**Run 1: gate families picked out**

Scale: 2 px per um.
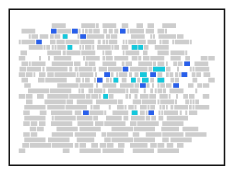
**Run 1: metal 1**

Scale: 2 px per um.
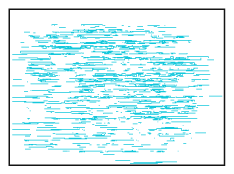
**Run 1: where the registers sit**

Scale: 4 px per um.
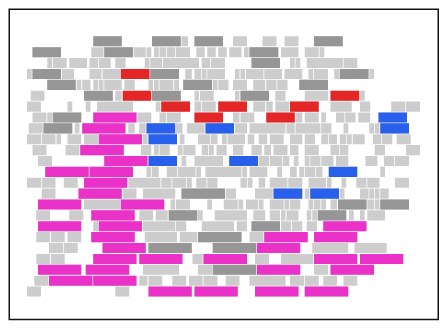
## config.mk

```make
export PLATFORM = sky130hd
export DESIGN_NAME = apu_pwm_mixer
export DESIGN_NICKNAME = d
export VERILOG_FILES = /design/src/rtl/apu_pkg.sv /design/src/rtl/pwm_gen.sv /design/src/rtl/apu_pwm_mixer.sv
export SDC_FILE = /design/constraint.sdc
export NUM_CORES = 1
export LEC_CHECK = 0
export ABC_AREA = 0
export CORE_ASPECT_RATIO = 0.7
export CORE_MARGIN = 4
export CORE_UTILIZATION = 53
export CTS_BUF_LIST = sky130_fd_sc_hd__clkbuf_16
export DETAILED_ROUTE_END_ITERATION = 7
export PLACE_DENSITY = 0.79
export SLEW_MARGIN = 20
export SYNTH_ARGS = -nofsm -noshare
export SYNTH_HDL_FRONTEND = slang
export SYNTH_SLANG_ARGS = --single-unit
```

## constraint.sdc

```tcl
create_clock -name clk -period 3.4 [get_ports clk]
set_input_delay 0.68 -clock clk [delete_from_list [all_inputs] [get_ports clk]]
set_output_delay 0.68 -clock clk [all_outputs]
set_load 0.02 [all_outputs]
```

## src/rtl/apu_pkg.sv

```systemverilog
// Shared types and helpers for the APU PWM mixer: FSM state encoding,
// accumulator sizing and the duty saturation limit.
package apu_pkg;

  typedef enum logic [1:0] {
    IDLE  = 2'd0,
    ACCUM = 2'd1,
    DONE  = 2'd2
  } mix_state_e;

  localparam int DEF_PWM_W = 8;
  localparam int DUTY_MAX  = (1 << DEF_PWM_W) - 1;

  // Wide enough that summing every channel at full scale cannot wrap.
  function automatic int acc_width(input int channels, input int sample_w);
    return sample_w + $clog2(channels + 1);
  endfunction

  function automatic int duty_max(input int pwm_w);
    return (1 << pwm_w) - 1;
  endfunction

endpackage

```

## src/rtl/pwm_gen.sv

```systemverilog
// PWM generator: prescaled tick, free-running counter, duty latched only at
// the period wrap so a pulse is never torn, registered compare output.
module pwm_gen #(
  parameter int PWM_W    = 8,
  parameter int PRESCALE = 1
) (
  input  logic             clk,
  input  logic             rst,
  input  logic [PWM_W-1:0] duty,
  output logic             pwm
);

  localparam int PS_W = (PRESCALE > 1) ? $clog2(PRESCALE) : 1;

  logic [PS_W-1:0]  pre_q;
  logic [PWM_W-1:0] cnt_q;
  logic [PWM_W-1:0] active_q;
  logic             tick;

  assign tick = (pre_q == PS_W'(PRESCALE - 1));

  always_ff @(posedge clk) begin
    if (rst) begin
      pre_q    <= '0;
      cnt_q    <= '0;
      active_q <= '0;
      pwm      <= 1'b0;
    end else begin
      pre_q <= tick ? '0 : pre_q + PS_W'(1);
      if (tick) begin
        cnt_q <= cnt_q + PWM_W'(1);
        // Sampled before any same-edge duty update, so the old duty wins.
        if (cnt_q == '1) active_q <= duty;
      end
      pwm <= (cnt_q < active_q);
    end
  end

endmodule

```

## src/rtl/apu_pwm_mixer.sv

```systemverilog
// APU channel mixer: accepts a frame of CHANNELS samples, sums unmuted
// channels one per cycle, saturates to PWM_W bits and drives pwm_gen.
module apu_pwm_mixer
  import apu_pkg::*;
#(
  parameter int CHANNELS = 5,
  parameter int SAMPLE_W = 7,
  parameter int PWM_W    = 8,
  parameter int PRESCALE = 1
) (
  input  logic                         clk,
  input  logic                         rst,
  input  logic [CHANNELS*SAMPLE_W-1:0] in_samples,
  input  logic [CHANNELS-1:0]          in_mute,
  input  logic                         in_valid,
  output logic                         in_ready,
  output logic                         mix_done,
  output logic [PWM_W-1:0]             duty,
  output logic                         clip,
  input  logic                         clip_clr,
  output logic                         pwm
);

  localparam int ACC_W = acc_width(CHANNELS, SAMPLE_W);
  localparam int IDX_W = (CHANNELS > 1) ? $clog2(CHANNELS) : 1;
  localparam int CMP_W = ((ACC_W > PWM_W) ? ACC_W : PWM_W) + 1;

  function automatic logic is_over(input logic [ACC_W-1:0] a);
    return CMP_W'(a) > CMP_W'(duty_max(PWM_W));
  endfunction

  function automatic logic [PWM_W-1:0] sat_duty(input logic [ACC_W-1:0] a);
    if (is_over(a)) return '1;
    return PWM_W'(a);
  endfunction

  mix_state_e state_q, state_d;

  logic [CHANNELS*SAMPLE_W-1:0] samples_p0;
  logic [CHANNELS-1:0]          mute_p0;
  logic [ACC_W-1:0]             acc_p1;
  logic [IDX_W-1:0]             idx_q;
  logic [SAMPLE_W-1:0]          cur_sample;
  logic [ACC_W-1:0]             acc_next;
  logic                         last_ch;

  always_comb begin
    cur_sample = samples_p0[idx_q*SAMPLE_W +: SAMPLE_W];
    acc_next   = acc_p1 + (mute_p0[idx_q] ? '0 : ACC_W'(cur_sample));
    last_ch    = (idx_q == IDX_W'(CHANNELS - 1));
  end

  always_ff @(posedge clk) begin
    if (rst) state_q <= IDLE;
    else     state_q <= state_d;
  end

  always_comb begin
    state_d  = state_q;
    in_ready = 1'b0;
    mix_done = 1'b0;
    unique case (state_q)
      IDLE: begin
        in_ready = 1'b1;
        if (in_valid) state_d = ACCUM;
      end
      ACCUM: if (last_ch) state_d = DONE;
      DONE: begin
        mix_done = 1'b1;
        state_d  = IDLE;
      end
      default: state_d = IDLE;
    endcase
  end

  // Stage p0: frame capture on handshake
  always_ff @(posedge clk) begin
    if (state_q == IDLE && in_valid) begin
      samples_p0 <= in_samples;
      mute_p0    <= in_mute;
    end
  end

  // Stage p1: serial accumulate; the result is registered on the last channel
  // so duty is already valid during the DONE cycle alongside mix_done.
  always_ff @(posedge clk) begin
    if (rst) begin
      acc_p1 <= '0;
      idx_q  <= '0;
      duty   <= '0;
      clip   <= 1'b0;
    end else begin
      if (state_q == IDLE && in_valid) begin
        acc_p1 <= '0;
        idx_q  <= '0;
      end else if (state_q == ACCUM) begin
        acc_p1 <= acc_next;
        idx_q  <= idx_q + IDX_W'(1);
        if (last_ch) duty <= sat_duty(acc_next);
      end
      if (state_q == ACCUM && last_ch && is_over(acc_next)) clip <= 1'b1;
      else if (clip_clr)                                    clip <= 1'b0;
    end
  end

  pwm_gen #(
    .PWM_W   (PWM_W),
    .PRESCALE(PRESCALE)
  ) u_pwm_gen (
    .clk (clk),
    .rst (rst),
    .duty(duty),
    .pwm (pwm)
  );

endmodule

```

==> impl_metrics.json, run 1 <==
{
  "outcome": "finished clean",
  "final-setup-viol-count": 0,
  "post_synth_main_area_contributors": "edfxtp_1 33%, dfxtp_1 23%, ha_1 5.9%",
  "synthFlopType": "dfxtp_1",
  "timing_worst_slew_pin_value_ns": 0.599,
  "drt_pass1_iterations": 4,
  "h_tree_lvls": 3,
  "timing.rr.end": "duty[7]",
  "resize_count_post_cts": 0,
  "power.density_nw_per_um2": 473,
  "numClockSinks": 82,
  "layout.cells.most_common_list": "55 x clkdlybuf4s50_1, 42 x dfxtp_1, 40 x edfxtp_1, 35 x nor2_1, 25 x nand2_1",
  "globalRouteMet3Util": 0.0579,
  "post_cts.repair.setup_buffers": 0,
  "critPathMaxFanout": 9,
  "worstSetupStartpointType": "flop",
  "finalNetCount": 430,
  "wire_per_inst_um": 15.9,
  "finalHoldViolCount": 0,
  "ys_cells": 303,
  "period_needed_ns": 3.08,
  "count_of_inserted_antenna_diode_cells": 0,
  "area.growth.synth_to_final_pct": 26.5,
  "worst-r2r-cell-count": 10
}
About 'gate families picked out':
legend:
  XOR/XNOR gates:
    colour: blue
    cells: 15
    most_used: xor2_1
  AND-OR and OR-AND gates:
    colour: cyan
    cells: 12
    most_used: a21o_1
Comb/total area: 0.330
most instantiated logic cell after routing: clkdlybuf4s50_1

About 'metal 1':
main direction: horizontal
wire length on this layer: 3530 um
nets with wire on the layer: 391
share of all routed wire: 48%
via count: 2530
wirelength, routed: 7.38 mm
Global Route met1 Usage: 0.271

About 'where the registers sit':
legend:
  samples_p0:
    colour: magenta
    flops: 35
  acc_p1:
    colour: blue
    flops: 10
  duty:
    colour: red
    flops: 8
not coloured: 29
combined flip-flop and latch cell area: 2040 um2
sequential share of cell area: 0.445
P_seq: 1.10 mW
post-route core utilization: 0.714

==> run 1: worst min path at each step <==
stage / startpoint / end / slack (ns) / depth (start not counted)
2_1_floorplan: acc_p1[0] / acc_p1[0] / 0.44 / 2
5_1_grt: acc_p1[3] / acc_p1[3] / 0.48 / 2
4_1_cts: clip / clip / 0.46 / 2
6_report: clip / clip / 0.46 / 2
3_3_place_gp: acc_p1[6] / acc_p1[6] / 0.45 / 2
3_5_place_dp: clip / clip / 0.45 / 2
==> run 1: power by group <==
part | switching, mW | internal [mW] | total, mW
registers | 0.0184 | 1.08 | 1.10
logic | 0.0943 | 0.104 | 0.199
clock network | 0.380 | 0.492 | 0.871
total | 0.493 | 1.68 | 2.17
==> run 1: worst max-delay path, cell delays in order, from the launching register on <==
cell and delay (ns):
dfxtp_1 0.42, mux4_2 0.53, a22oi_1 0.18, nor2_1 0.06
ha_1 0.22, fa_1 0.41, a21o_1 0.21, a221o_1 0.34
o41ai_2 0.25, a31o_4 0.21, o2111ai_2 0.11
==> run 1: synth_stat cells, types with 2 or more instances <==
library cell and n:
edfxtp_1 40, a22oi_1 7, o211ai_1 3, mux4_2 8, clkbuf_1 7, nand2b_1 2, dfxtp_1 42, xor2_1 9
nand3b_1 4, o21ai_0 12, and2_1 3, nand4_1 4, or3_1 3, nor2b_1 3, a21oi_1 15, nand2_1 25
inv_1 9, xnor2_1 6, or2_2 2, nor2_1 35, ha_1 17, nand4b_1 2, mux2i_1 15, a211oi_1 5
a21o_1 6
==> run 1: metrics by stage <==
step                power (mW)   util
global route              2.26  0.714
finish                    2.17  0.714
floorplan                 1.23      -
detailed placement        1.32  0.672
CTS                       2.19  0.713
global placement          1.32  0.672
==> run 1: state kept, by name (all words and copies together) (netlist names) <==
register            cells
u_pwm_gen.pwm           1
acc_p1                 10
idx_q                   3
u_pwm_gen.pre_q         1
u_pwm_gen.active_q      8
state_q                 2
duty                    8
u_pwm_gen.cnt_q         8
samples_p0             35
clip                    1
mute_p0                 5
==> run 1: logic make-up after synthesis <==
kind of cell,after synthesis,share of synthesized area
simple gates,89,0.117
xor+xnor,15,0.0362
mux,23,0.0911
compound gates,56,0.107
flops,82,0.563
buf+inv,19,0.0200
fa+ha+maj,18,0.0642
other cells,1,0.00103
==> run 1: routing by layer <==
layer | wire length [um] | vias to the layer above
met2 | 3270 | 71
met4 | 173 | 0
li1 | - | 1235
met5 | 0 | -
met3 | 401 | 16
met1 | 3530 | 1208
==> run 1: layout make-up <==
| type | count | share of cell area |
|---|---|---|
| repair buffers | 63 | 0.133 |
| flip-flops and latches | 82 | 0.445 |
| multi-input cells | 202 | 0.330 |
| inverters | 10 | 0.00818 |
| clock inverters | 7 | 0.00955 |
| clock buffers | 9 | 0.0491 |
| well taps | 91 | 0.0248 |
==> run 2, diff against run 1 <==
- TNS_END_PERCENT: default -> 10
**Run 2: close-up of the layout**

Region (68, 45) to (93, 70) um. Cells in grey, sequential cells in the stronger grey; small squares are vias.
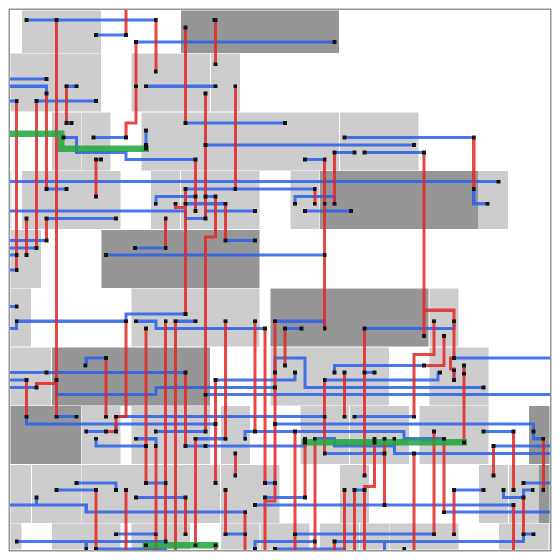
legend:
  met3:
    colour: green
  met2:
    colour: red
  met1:
    colour: blue
cells with their middle in the window: 36
netlist names of flops here include: u_pwm_gen.active_q (3), duty (2)
sequential cells in the window: 5
most frequent: nor2_1 (6), mux2i_1 (5), dfxtp_1 (5)

**Run 2: where the registers sit**

Scale: 4 px per um.
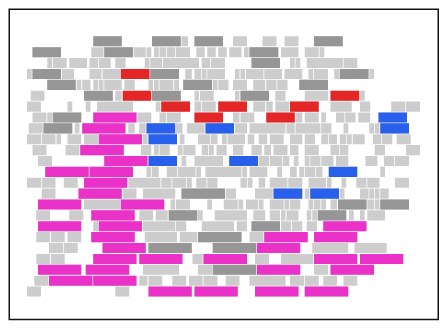
legend:
  duty:
    colour: red
    flops: 8
  samples_p0:
    colour: magenta
    flops: 35
  acc_p1:
    colour: blue
    flops: 10
not coloured: 29

==> impl_metrics.json, run 2 <==
{
  "wire_per_inst_um": 15.9,
  "ys_top_cells_by_count": "42 x dfxtp_1, 40 x edfxtp_1, 35 x nor2_1",
  "crit_arrival_ns": 3.29,
  "post_synth_main_area_contributors": "edfxtp_1 33%, dfxtp_1 23%, ha_1 5.9%",
  "count_of_inserted_antenna_diode_cells": 0,
  "final-setup-viol-count": 0,
  "via_count": 2530,
  "grt_start_max_net_pins": 42,
  "stage_log_warnings": 27,
  "grt_remaining_overflow": 0,
  "cts_tree": "built",
  "ys_cells": 303,
  "die_area_um2": 8250,
  "comb_power_share": 0.092,
  "power.switching_fraction": 0.227,
  "internal-power_mw": 1.68,
  "layout.cells.most_common_list": "55 x clkdlybuf4s50_1, 42 x dfxtp_1, 40 x edfxtp_1, 35 x nor2_1, 25 x nand2_1",
  "register_bank_with_the_most_flops": "samples_p0",
  "synth_area_per_cell_um2": 12.0,
  "numClockSinks": 82,
  "finalNetCount": 430,
  "finish.utilization": 0.714,
  "hold_path_class": "reg2reg",
  "period_needed_ns": 3.08,
  "reg.largest.list": "samples_p0 x35, acc_p1 x10",
  "synth.yosys.chip_area_um2": 3620,
  "resize_count_post_cts": 0,
  "power.density_nw_per_um2": 473,
  "flip_flop_count_of_the_largest_register_after_layout": 35,
  "placeableCoreArea_um2": 6430,
  "area.growth.synth_to_final_pct": 26.5,
  "global_route_wire_length_before_repair_mm": 12.5,
  "timing_worst_slew_pin_value_ns": 0.599,
  "numSynthFlops": 82,
  "synthFlopType": "dfxtp_1",
  "synthMostInstantiatedCell": "dfxtp_1",
  "h_tree_lvls": 3,
  "final_layout_top_logic_cell": "clkdlybuf4s50_1",
  "p_switching_mw": 0.493,
  "drt_wl_total_mm": 7.38,
  "power.share.sequential": 0.507,
  "top_cell_area_share": 0.331,
  "post_cts.repair.setup_buffers": 0,
  "pwr-share-clk": 0.401,
  "drt_pass1_iterations": 4,
  "worstSetupStartpointType": "flop",
  "die_height_um": 77.2,
  "outcome": "finished clean",
  "critPathMaxFanout": 9,
  "finalHoldViolCount": 0
}
run 2: cell type report:
class                           instances  area, um2
Clock buffer                            9        225
Clock inverter                          7       43.8
Fill cell                             477       1840
Inverter                               10       37.5
Multi-Input combinational cell        202       1510
Sequential cell                        82       2040
Tap cell                               91        114
Timing Repair Buffer                   63        611
run 2: cell families after synthesis:
| kind of cell | Yosys count | synth area share |
|---|---|---|
| simple gates | 89 | 0.117 |
| other cells | 1 | 0.00103 |
| fa+ha+maj | 18 | 0.0642 |
| flops | 82 | 0.563 |
| xor+xnor | 15 | 0.0362 |
| compound gates | 56 | 0.107 |
| buf+inv | 19 | 0.0200 |
| mux | 23 | 0.0911 |
run 2: metal layers:
metal | routed length, um | global-route usage | vias to the layer above
met1 | 3530 | 0.271 | 1208
met3 | 401 | 0.0579 | 16
li1 | - | - | 1235
met4 | 173 | 0.0817 | 0
met2 | 3270 | 0.286 | 71
met5 | 0 | 0 | -
run 2: worst max-delay path, stage by stage, from the launching register on:
cell	delay (ns)
dfxtp_1	0.42
mux4_2	0.53
a22oi_1	0.18
nor2_1	0.06
ha_1	0.22
fa_1	0.41
a21o_1	0.21
a221o_1	0.34
o41ai_2	0.25
a31o_4	0.21
o2111ai_2	0.11
run 2: power by group through the flow:
stage                     clock (mW)  sequential [mW]  combinational, mW
final                          0.871             1.10              0.199
after global routing           0.939             1.10              0.219
after CTS                      0.892             1.10              0.200
after detailed placement           0             1.12              0.199
after global placement             0             1.12              0.194
after floorplan                    0             1.12              0.114
run 2: path summary, 6_finish.rpt:
path,from,end,slack (ns),cells past startpoint
worst max-delay path,idx_q[0],duty[7],0.32,10
worst min-delay path,clip,clip,0.46,2
worst max register to register,idx_q[0],duty[7],0.32,10
worst min register to register,clip,clip,0.46,2
run 2: metrics by stage:
step | area, um2 | hold slack, ns | instances | total power [mW]
6_report | 4590 | 0.459 | 464 | 2.17
5_1_grt | 4590 | 0.478 | 464 | 2.26
4_1_cts | 4580 | 0.458 | 464 | 2.19
3_5_place_dp | 4320 | 0.451 | 448 | 1.32
3_3_place_gp | 4320 | 0.447 | 448 | 1.32
2_1_floorplan | 3620 | 0.438 | 303 | 1.23
==> run 3, diff against run 2 <==
- REMOVE_ABC_BUFFERS: default -> 1
**Run 3: where the registers sit**

Scale: 4 px per um.
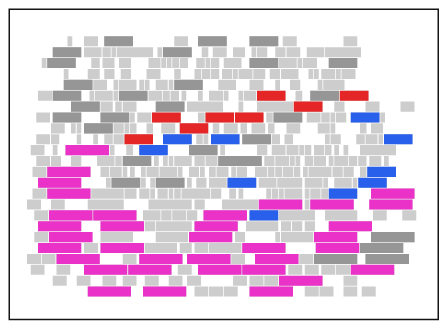
legend:
  samples_p0:
    colour: magenta
    flops: 35
  acc_p1:
    colour: blue
    flops: 10
  duty:
    colour: red
    flops: 8
not coloured: 29
sequential share of cell area: 0.443
post-route core utilization: 0.717

**Run 3: metal 1**

Scale: 2 px per um.
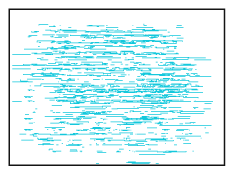
nets with wire on the layer: 397
wire length on this layer: 3520 um
longest straight run: 26.0 um
share of all routed wire: 46%
main direction: horizontal
Global Route met1 Usage: 0.289
wirelength, routed: 7.63 mm

==> impl_metrics.json, run 3 <==
{
  "outcome": "finished clean",
  "worst-r2r-cell-count": 9,
  "cts_tree": "built",
  "fill_cells": 455,
  "die_height_um": 77.2,
  "h_tree_lvls": 3,
  "synth.yosys.chip_area_um2": 3620,
  "synthMostInstantiatedCell": "dfxtp_1",
  "numSynthFlops": 82,
  "hold_path_class": "reg2reg",
  "worstSetupStartpointType": "flop",
  "wire_per_inst_um": 16.5,
  "layout.cells.non_filler": 464,
  "global_route_wire_length_before_repair_mm": 12.9,
  "ys_top_cells_by_count": "42 x dfxtp_1, 40 x edfxtp_1, 35 x nor2_1",
  "flop_area_um2": 2040,
  "timing_worst_slew_pin_value_ns": 0.570,
  "r2r_setup_slack_ns": 0.17,
  "finalNetCount": 430,
  "endpoint": "duty[5]",
  "resize_count_post_cts": 0,
  "synthFlopType": "dfxtp_1",
  "power.density_nw_per_um2": 488,
  "placed_cells_incl_taps": 448,
  "ys_cells": 303,
  "via_count": 2534,
  "period_needed_ns": 3.23,
  "placeableCoreArea_um2": 6430,
  "worstReg2RegStart": "idx_q[0]",
  "timing.rr.end": "duty[5]"
}
run 3: cell counts after synthesis:
Identical to the previous run, type by type.
run 3: cell families after synthesis:
family          after synthesis  synth area share
simple gates                 89             0.117
flops                        82             0.563
compound gates               56             0.107
mux                          23            0.0911
buf+inv                      19            0.0200
fa+ha+maj                    18            0.0642
xor+xnor                     15            0.0362
other cells                   1           0.00103
run 3: worst min path at each step:
| stage | depth (start not counted) | from | end | slack [ns] |
|---|---|---|---|---|
| after CTS | 2 | acc_p1[3] | acc_p1[3] | 0.46 |
| after global routing | 2 | acc_p1[5] | acc_p1[5] | 0.48 |
| after global placement | 2 | acc_p1[4] | acc_p1[4] | 0.45 |
| final | 2 | acc_p1[6] | acc_p1[6] | 0.47 |
| after detailed placement | 2 | acc_p1[3] | acc_p1[3] | 0.46 |
| after floorplan | 2 | acc_p1[0] | acc_p1[0] | 0.44 |
run 3: power by group:
group / switching (mW) / leakage, nW / total [mW] / internal (mW)
registers: 0.0213 / 0.723 / 1.10 / 1.08
clock network: 0.376 / 0.145 / 0.942 / 0.567
logic: 0.0961 / 0.886 / 0.200 / 0.104
run 3: per-stage QoR:
step	area (um2)	total power [mW]	hold WS, ns
floorplan	3590	1.22	0.441
global placement	4320	1.32	0.450
detailed placement	4320	1.32	0.456
CTS	4610	2.28	0.464
global route	4610	2.34	0.476
finish	4610	2.25	0.467
run 3: layer usage:
metal / up-vias / track usage / routed length (um)
met5: - / 0 / 0
met4: 0 / 0.0715 / 50
met3: 4 / 0.0562 / 611
met2: 74 / 0.299 / 3450
met1: 1221 / 0.289 / 3520
li1: 1235 / - / -
run 3: layout make-up:
| type | count | share of cell area |
|---|---|---|
| tap | 91 | 0.0247 |
| multi-input combinational | 202 | 0.328 |
| timing repair buffer | 63 | 0.133 |
| clock inverter | 7 | 0.0147 |
| clock buffer | 9 | 0.0489 |
| inverter | 10 | 0.00815 |
| sequential | 82 | 0.443 |
run 3: worst max-delay path: stages (launching register included):
cell and delay, ns:
dfxtp_1 0.51, mux4_2 0.54, a22o_1 0.35, nor2_1 0.24, ha_1 0.29, a211oi_1 0.33
o21ai_0 0.25, o211a_1 0.29, a31o_4 0.28, o21ai_0 0.08
Power figures rest on the tool's default switching activity, not on a simulated workload.
